## src/rtl/cpu_rdresp_serializer.sv

```systemverilog
// Two-entry line FIFO that breaks cache read-response lines into 32-bit words.
// Each line is emitted lane 0 .. last, one word per CPU handshake.
module cpu_rdresp_serializer #(
  parameter int LANES     = 4,
  parameter int LANESBITS = 2
) (
  input  logic                   clk,
  input  logic                   reset,
  input  logic [LANES*32-1:0]    i_line_data,
  input  logic [LANESBITS-1:0]   i_line_last,
  input  logic                   i_line_lp_id,
  input  logic                   i_line_valid,
  output logic                   o_line_ready,
  output logic [31:0]            o_word_data,
  output logic                   o_word_lp_id,
  output logic [LANESBITS-1:0]   o_word_lane,
  output logic                   o_word_last,
  output logic                   o_word_valid,
  input  logic                   i_word_ready
);

  logic [LANES*32-1:0]  data_q [2];
  logic [LANESBITS-1:0] last_q [2];
  logic                 lp_q   [2];
  logic                 wr_ptr;
  logic                 rd_ptr;
  logic [1:0]           count;
  logic [LANESBITS-1:0] lane_q;

  logic push;
  logic word_hs;
  logic pop;

  // Both handshakes are qualified by reset so nothing moves while it is held.
  assign o_line_ready = reset && (count != 2'd2);
  assign o_word_valid = reset && (count != 2'd0);

  assign push    = i_line_valid && o_line_ready;
  assign word_hs = o_word_valid && i_word_ready;
  assign pop     = word_hs && o_word_last;

  assign o_word_data  = data_q[rd_ptr][{lane_q, 5'd0} +: 32];
  assign o_word_lane  = lane_q;
  assign o_word_lp_id = lp_q[rd_ptr];
  assign o_word_last  = (lane_q == last_q[rd_ptr]);

  always_ff @(posedge clk) begin
    if (!reset) begin
      wr_ptr <= 1'b0;
      rd_ptr <= 1'b0;
      count  <= 2'd0;
      lane_q <= '0;
    end else begin
      if (push) wr_ptr <= ~wr_ptr;
      if (pop)  rd_ptr <= ~rd_ptr;
      case ({push, pop})
        2'b10:   count <= count + 2'd1;
        2'b01:   count <= count - 2'd1;
        default: count <= count;
      endcase
      if (word_hs) lane_q <= pop ? '0 : lane_q + 1'b1;
    end
  end

  // Line storage is deliberately not reset; it is only read while occupied.
  always_ff @(posedge clk) begin
    if (push) begin
      data_q[wr_ptr] <= i_line_data;
      last_q[wr_ptr] <= i_line_last;
      lp_q[wr_ptr]   <= i_line_lp_id;
    end
  end

endmodule
```

## config.mk

```make
export PLATFORM = sky130hd
export DESIGN_NAME = cpu_rdresp_serializer
export DESIGN_NICKNAME = d
export VERILOG_FILES = /design/src/rtl/cpu_rdresp_serializer.sv
export SDC_FILE = /design/constraint.sdc
export NUM_CORES = 1
export LEC_CHECK = 0
export CAP_MARGIN = 25
export CORE_MARGIN = 8
export CORE_UTILIZATION = 30
export CTS_CLUSTER_DIAMETER = 30
export DETAILED_ROUTE_END_ITERATION = 8
export PLACE_DENSITY = 0.53
export RECOVER_POWER = 25
export SETUP_SLACK_MARGIN = 0.3
export SYNTH_ARGS = -nofsm -noshare
export SYNTH_HDL_FRONTEND = slang
export SYNTH_SLANG_ARGS = --single-unit
export TNS_END_PERCENT = 5
```

## constraint.sdc

```tcl
create_clock -name clk -period 6.7 [get_ports clk]
set_input_delay 0.67 -clock clk [delete_from_list [all_inputs] [get_ports clk]]
set_output_delay 0.67 -clock clk [all_outputs]
set_load 0.005 [all_outputs]
```

run_1/io_fan.png
Bar = 50 um.
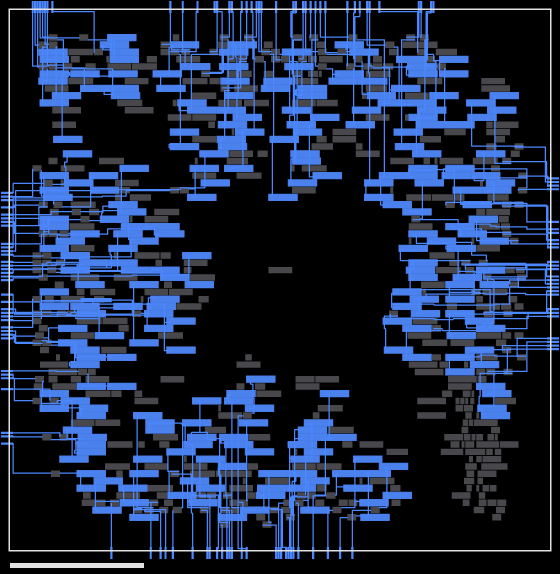
| port | colour | direction | edge | end cells | buffers | wire |
|---|---|---|---|---|---|---|
| i_line_data | blue | input | 40 north, 35 west, 27 south, 26 east | 256 | 128 | 6,630 um |

run_1/clocks.png
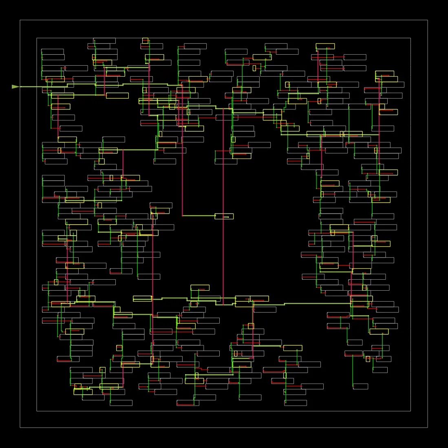
# clk buffers: 71
Setup Skew: 14.50 ps
clock-net power: 2.73 mW

==> flow_metrics.tcl, run 1 <==
# metrics dict for downstream scripts
set metrics [dict create \
    drtIter0Drc 207 \
    final_cell_mix "262 x edfxtp_1, 99 x clkdlybuf4s50_1, 73 x dlygate4sd3_1, 61 x clkbuf_16, 48 x mux4_1" \
    drt-vias-per-instance 4.500 \
    cts_setup_buffers 0 \
    gp_congestion 0.6940 \
    drive_above_1_share_pct 22.46 \
    path_max_fanout 39 \
    gr-total-overflow 0 \
    synth_top_cell_by_area "edfxtp_1" \
    cts.sinks 269 \
    placed_cells 1034 \
    htreeDepth 2 \
    critical-path-slowest-cell "dfxtp_4" \
    fin_cells 1145 \
    grtUsageTotal_pct 10.93 \
    r2r_setup_slack_ps 3410 \
    seq_area_um2 8016 \
    port_buffers 172 \
    layout_top_cell "edfxtp_1" \
    postSynthCellCount 423 \
    rsz0062_at_grt "no" \
    maxSlewHeadroom_pct 33.67 \
    clock_latency_ps 560 \
    cp.arrival_ps 3400 \
    syn_nets 559 \
    setup_viol 0 \
    slowest_delay_ps 810 \
    status "completed" \
    grt_pass1_vias 5972 \
    powerDensity_nw_per_um2 336.7 \
    fin_hold_ws_ps 457.4 \
    yosysMostFrequentCell "edfxtp_1" \
    crit_path_end "o_word_data[8]" \
    yosys-stat-cells 423 \
    fmax_mhz 245.7 \
    chipArea_um2 40830 \
    p_leak_nw 4.797 \
    grt_start_max_net_pins 71 \
    nets 778 \
    first_pass_iters 4 \
    ys_seq_share_pct 77.11 \
    fill_cells 3018 \
    antenna_found_initial 1 \
    yosys_warnings 0 \
    area_growth_pct 40.40 \
    common_cells "262 x edfxtp_1, 48 x mux4_1, 34 x mux2_2, 16 x mux4_2, 12 x clkbuf_1" \
    antennaDiodeCount 0 \
    top_area_share_pct 75.76 \
    edf_count 262 \
    ioPinCount 173 \
    crit_required_ps 6030 \
    reg2reg_to "count[1]" \
    path_cells "buf_4, mux4_1, mux2_2, clkdlybuf4s50_1" \
    synth.distinct_cells 25 \
    fp_util_pct 30.29 \
    row_count 68 \
    drt_wl_total_mm 22.27 \
    clockRootBuffer "clkbuf_16" \
    drv_slew 0 \
    ff_type "edfxtp_1" \
    min_path_type "flip-flop to flip-flop" \
    fin_util_pct 42.52 \
    via_count 5153 \
    maxCapViolCount 0 \
    wl_per_cell_um 19.45 \
    cts_resized 0 \
    drc_errors 0 \
    die_w_um 202.1 \
    min_from "rd_ptr" \
    hold_violations 0 \
    clk_pin_slew_ps 50 \
    synth_chip_area_um2 10380 \
    postSynth.asyncResetShare_pct 0 \
    vdd_drop_max_v 0.0002024 \
    synth_area_um2 10380 \
    place_hpwl_mm 13.77 \
    die_h_um 202.1 \
    cts_tree "built" \
    startpoint_type "flip-flop" \
    area_leaders "edfxtp_1 76%, mux4_1 12%, mux2_2 3.7%" \
    syn_area_per_cell_um2 24.55 \
    finalCritPeriodShare_pct 60.76 \
    final-comb-area_um2 2240 \
    cp-end-kind "primary output" \
    clockBufferDepth 3 \
    cts_buffers 59 \
    hold_buffers 0 \
    critical_path_class "flip-flop to primary output" \
    worst_pin_slew_ps 994.9 \
    synth_flop_count 269 \
    tns_ps 0 \
    r2r_cells 7 \
    grt_pass1_wl_mm 34.85 \
    min_path_cells 1 \
    core_um2 34290 \
    fin_crit_ps 4071 \
    antenna_left 0 \
    tool_warnings 26 \
]
run_1/detail.png
Window x 31 to 71, y 132 to 172 um. Cells in grey, sequential cells in the stronger grey; small squares are vias.
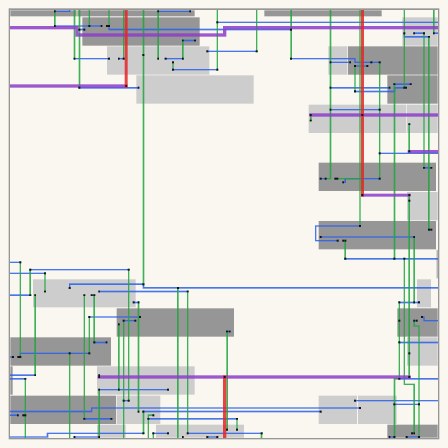
| layer | colour |
|---|---|
| metal 3 | purple |
| metal 1 | blue |
| metal 2 | green |
| metal 4 | red |
sequential cells in the window: 7
most frequent: edfxtp_1 (7)
cells with their middle in the window: 17
netlist names of flops here include: data_q (7)

run 1: report_power, final:
part	switching, mW	total [mW]	internal, mW
registers	0.0193	1.94	1.92
clock network	0.883	2.73	1.85
logic	0.0936	0.242	0.149
total	0.996	4.91	3.91
run 1: cell families (layout without fill, tap and decap cells):
logic type,count (synthesis),in the layout,synth area share (%)
xor+xnor,4,4,0.3374
compound gates,13,13,0.8192
simple gates,11,11,0.5783
mux,101,101,19.59
buf+inv,24,291,1.446
fa+ha+maj,1,1,0.1205
flops,269,269,77.11
run 1: area by class of cell:
class | count | share of cell area (%)
flip-flops and latches | 269 | 54.98
multi-input cells | 130 | 15.36
repair buffers | 180 | 12.44
clock buffers | 71 | 10.73
well taps | 455 | 3.905
clock inverters | 38 | 2.532
inverters | 2 | 0.05149
run 1: per-layer routing:
metal  up-vias  global-route usage, %  part of all wire, %
met1      2638                  13.33                   42
met4         2                  3.992                  2.3
li1       2308                      -                    -
met2       160                  17.91                   49
met5         -                      0                0.045
met3        45                  3.602                  6.3
run 1: critical path: cells and delay by family, from the launching register on:
| kind | cells | cell delay (ps) |
|---|---|---|
| buf+inv | 2 | 1060 |
| flops | 1 | 810 |
| mux | 2 | 910 |
run 1: metrics by stage:
step,total power [mW],area (um^2),setup slack (ps)
2_1_floorplan,2.067,10390,1728
3_3_place_gp,2.214,12600,3148
3_5_place_dp,2.224,12600,3111
4_1_cts,4.992,14530,2485
5_1_grt,5.088,14580,2397
6_report,4.908,14580,2629
run 1: flip-flops by register name (all words and copies together), names as in the netlist, named ones only:
register / flops
lp_q: 2
data_q: 256
wr_ptr: 1
o_word_lane: 2
last_q: 4
count: 2
rd_ptr: 1
run_1/flops_by_reg.png
Bar = 50 um. Other sequential cells in the stronger grey, the rest of the logic in the fainter grey.
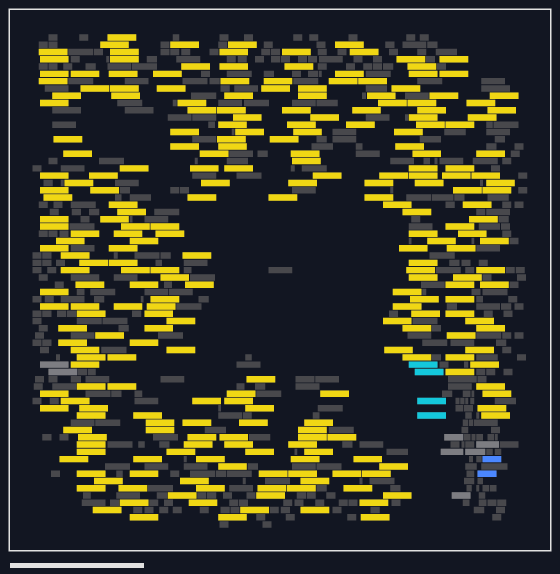

--- run 2 (diff from run 1) ---
Settings changed: PLACE_DENSITY 0.53 to 0.51.
Clock period 6.7 ns to 3.9 ns, I/O delays scaled along.
run_2/flops_by_reg.png
Bar = 50 um. Other sequential cells in the stronger grey, the rest of the logic in the fainter grey.
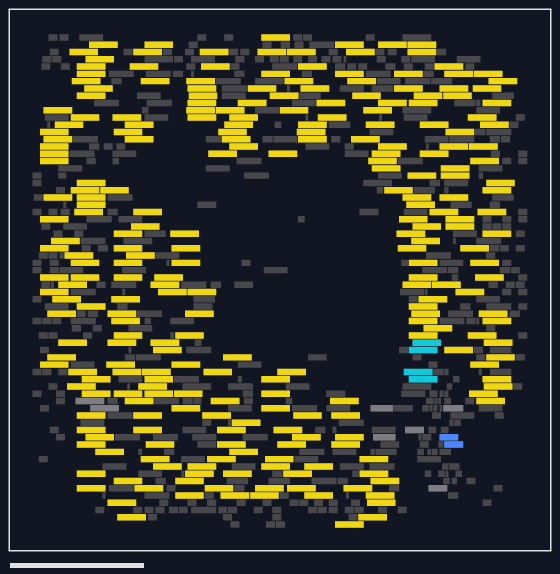
| signal | colour | flops |
|---|---|---|
| count | blue | 2 |
| data_q | yellow | 256 |
| last_q | cyan | 4 |
not coloured: 7
Seq/total area: 54.36%
sequential logic power: 3.33 mW
register area: 8016 um^2

run_2/clocks.png
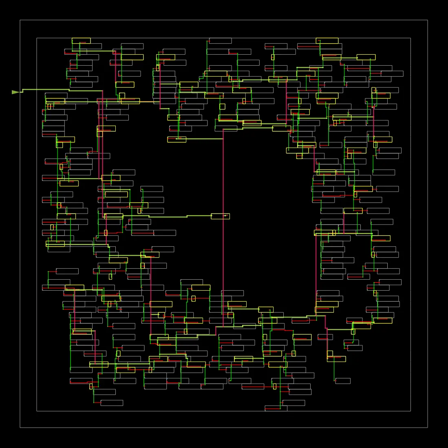
CTS Buf Count: 60
clock sink count: 269
clock-net power: 4.79 mW
Flop Count: 269

run_2/io_fan.png
Bar = 50 um.
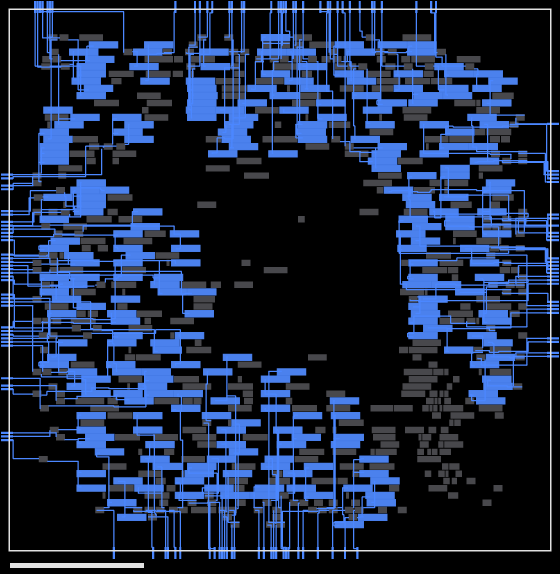
| port | colour | direction | edge | end cells | buffers | wire |
|---|---|---|---|---|---|---|
| i_line_data | blue | input | 37 north, 36 west, 28 south, 27 east | 256 | 128 | 6,580 um |

==> run 2 against run 1 <==
  * Clock-buffer cell count did not move
  * Flip-flop count did not move
  * Combinational power rose by 79%
  * Via count fell by 1.3%
  * Sequential share of layout area fell by 0.62 points
  * Synthesized cell count did not move
==> flow_metrics.tcl, run 2 <==
# metrics dict for downstream scripts
set metrics [dict create \
    status "completed" \
    yosys.area_share.xor_xnor_pct 0.3373 \
    clockRootBuffer "clkbuf_16" \
    crit_family "multiplexers" \
    layout_top_cell "edfxtp_1" \
    cp-end-kind "primary output" \
    path_max_fanout 25 \
    regMostFlops "data_q" \
    port_buffers 172 \
    top_area_share_pct 75.76 \
    critical-path-slowest-cell "dfxtp_4" \
    adder_share_pct 0.1205 \
    gr-total-overflow 0 \
    wl_per_cell_um 19.26 \
    die_h_um 202.1 \
    p_leak_nw 4.877 \
    vdd_drop_max_v 0.0003652 \
    synth_top_cell_by_area "edfxtp_1" \
    startpoint_type "flip-flop" \
    critical_path_class "flip-flop to primary output" \
    antenna_left 0 \
    place_hpwl_mm 14.51 \
    htreeDepth 2 \
    power_switching_mw 1.674 \
    synth_chip_area_um2 10380 \
    nets 786 \
    fin_area_um2 14750 \
    worst_pin_slew_ps 845.7 \
    path_cells "buf_4, mux4_1, mux2_2, clkdlybuf4s50_1" \
    final-comb-area_um2 2240 \
    fin_util_pct 43.01 \
    drt-vias-per-instance 4.401 \
    critical_path_depth 4 \
    largest_reg_flops 256 \
    crit_required_ps 3510 \
    die_w_um 202.1 \
    common_cells "262 x edfxtp_1, 48 x mux4_1, 34 x mux2_2, 16 x mux4_2, 12 x clkbuf_1" \
    yosysMostFrequentCell "edfxtp_1" \
    synth.logic.top_family "multiplexers" \
    ff_type "edfxtp_1" \
    synth.distinct_cells 25 \
    clk_pin_slew_ps 40 \
    synth_flop_count 269 \
    synthSimpleGateAreaFrac_pct 0.5783 \
    min_path_cells 1 \
    swShare_pct 19.58 \
    drt_wl_total_mm 22.26 \
    antenna_found_initial 4 \
    ys_seq_share_pct 77.11 \
    place_area_um2 12770 \
    yosys_warnings 0 \
    finalCritPeriodShare_pct 84.80 \
    postSynthCellCount 423 \
    clock_latency_ps 570 \
    chipArea_um2 40830 \
    combPwrFrac_pct 5.1 \
    powerComb_mw 0.434 \
    synthAoiAreaFrac_pct 0.8193 \
    row_count 68 \
    min_path_type "input pin to flip-flop" \
    rsz0062_at_grt "no" \
    fin_crit_ps 3307 \
    final_cell_mix "262 x edfxtp_1, 97 x clkdlybuf4s50_1, 75 x dlygate4sd3_1, 60 x clkbuf_16, 48 x mux4_1" \
    top_regs "data_q: 256 flops, last_q: 4 flops" \
    ys_sh_mux_pct 19.59 \
    drv_slew 0 \
    hold_violations 0 \
    edf_count 262 \
    ioPinCount 173 \
    area_leaders "edfxtp_1 76%, mux4_1 12%, mux2_2 3.7%" \
    clkPwrFrac_pct 56.0 \
    yosys-stat-cells 423 \
    via_count 5088 \
    grtUsageTotal_pct 10.99 \
    fill_cells 2971 \
    tool_warnings 27 \
    cp.arrival_ps 2920 \
    grt_start_max_net_pins 68 \
    drtIter0Drc 141 \
    p_seq_share_pct 38.9 \
    core_um2 34290 \
    area_growth_pct 42.00 \
    crit_buf_inv 2 \
    slowest_delay_ps 630 \
    r2r_cells 7 \
    fp_util_pct 30.29 \
    syn_nets 559 \
    hold_buffers 0 \
]
[run 2: cell count changes in the layout (fill, tap and decap cells not counted), sizes merged]
cell           change
dlygate4sd3        +2
bufinv             +3
buf                +7
clkdlybuf4s50      -2
clkinv             +3
diode              +4
clkinvlp           -3
inv                -3
[run 2: area by class of cell]
class | instances | area share, %
Clock buffer | 71 | 10.46
Sequential cell | 269 | 54.36
Inverter | 2 | 0.05091
Antenna cell | 4 | 0.06788
Tap cell | 455 | 3.861
Clock inverter | 38 | 2.893
Multi-Input combinational cell | 130 | 15.19
Timing Repair Buffer | 187 | 13.12
[run 2: layer usage]
layer | global-route usage (%) | routed length [um] | vias up | share of wire (%)
met1 | 12.70 | 9006 | 2570 | 40
met3 | 3.923 | 1441 | 40 | 6.5
met2 | 18.71 | 11360 | 152 | 51
li1 | - | - | 2326 | -
met5 | 0 | 0 | - | 0
met4 | 3.757 | 451 | 0 | 2.0
[run 2: per-stage QoR]
step	hold WS [ps]	instances	setup slack (ps)	total power, mW
floorplan	436.6	423	-479.8	3.547
global placement	447.1	1043	1124	3.823
detailed placement	459.2	1043	992.5	3.840
CTS	363.5	1152	491.4	8.703
global route	415.1	1155	427.4	8.858
finish	425.1	1156	593.0	8.549
[run 2: path summary, 6_finish.rpt]
path,start,end,slack [ps]
hold / removal,i_line_data[5],data_q[0][5],430
hold reg to reg,rd_ptr,rd_ptr,460
setup / recovery,flip-flop,o_word_data[24],590
setup reg to reg,flip-flop,count[1],1070
[run 2: kinds of logic (layout without fill, tap and decap cells)]
family	count (synthesis)	after routing
muxes	101	101
buffers and inverters	24	298
adders and majority gates	1	1
DFF	269	269
xor gates and xnor gates	4	4
AOI/OAI and AO/OA	13	13
other	0	4
and+or+nand+nor	11	11
Power figures rest on the tool's default switching activity, not on a simulated workload.
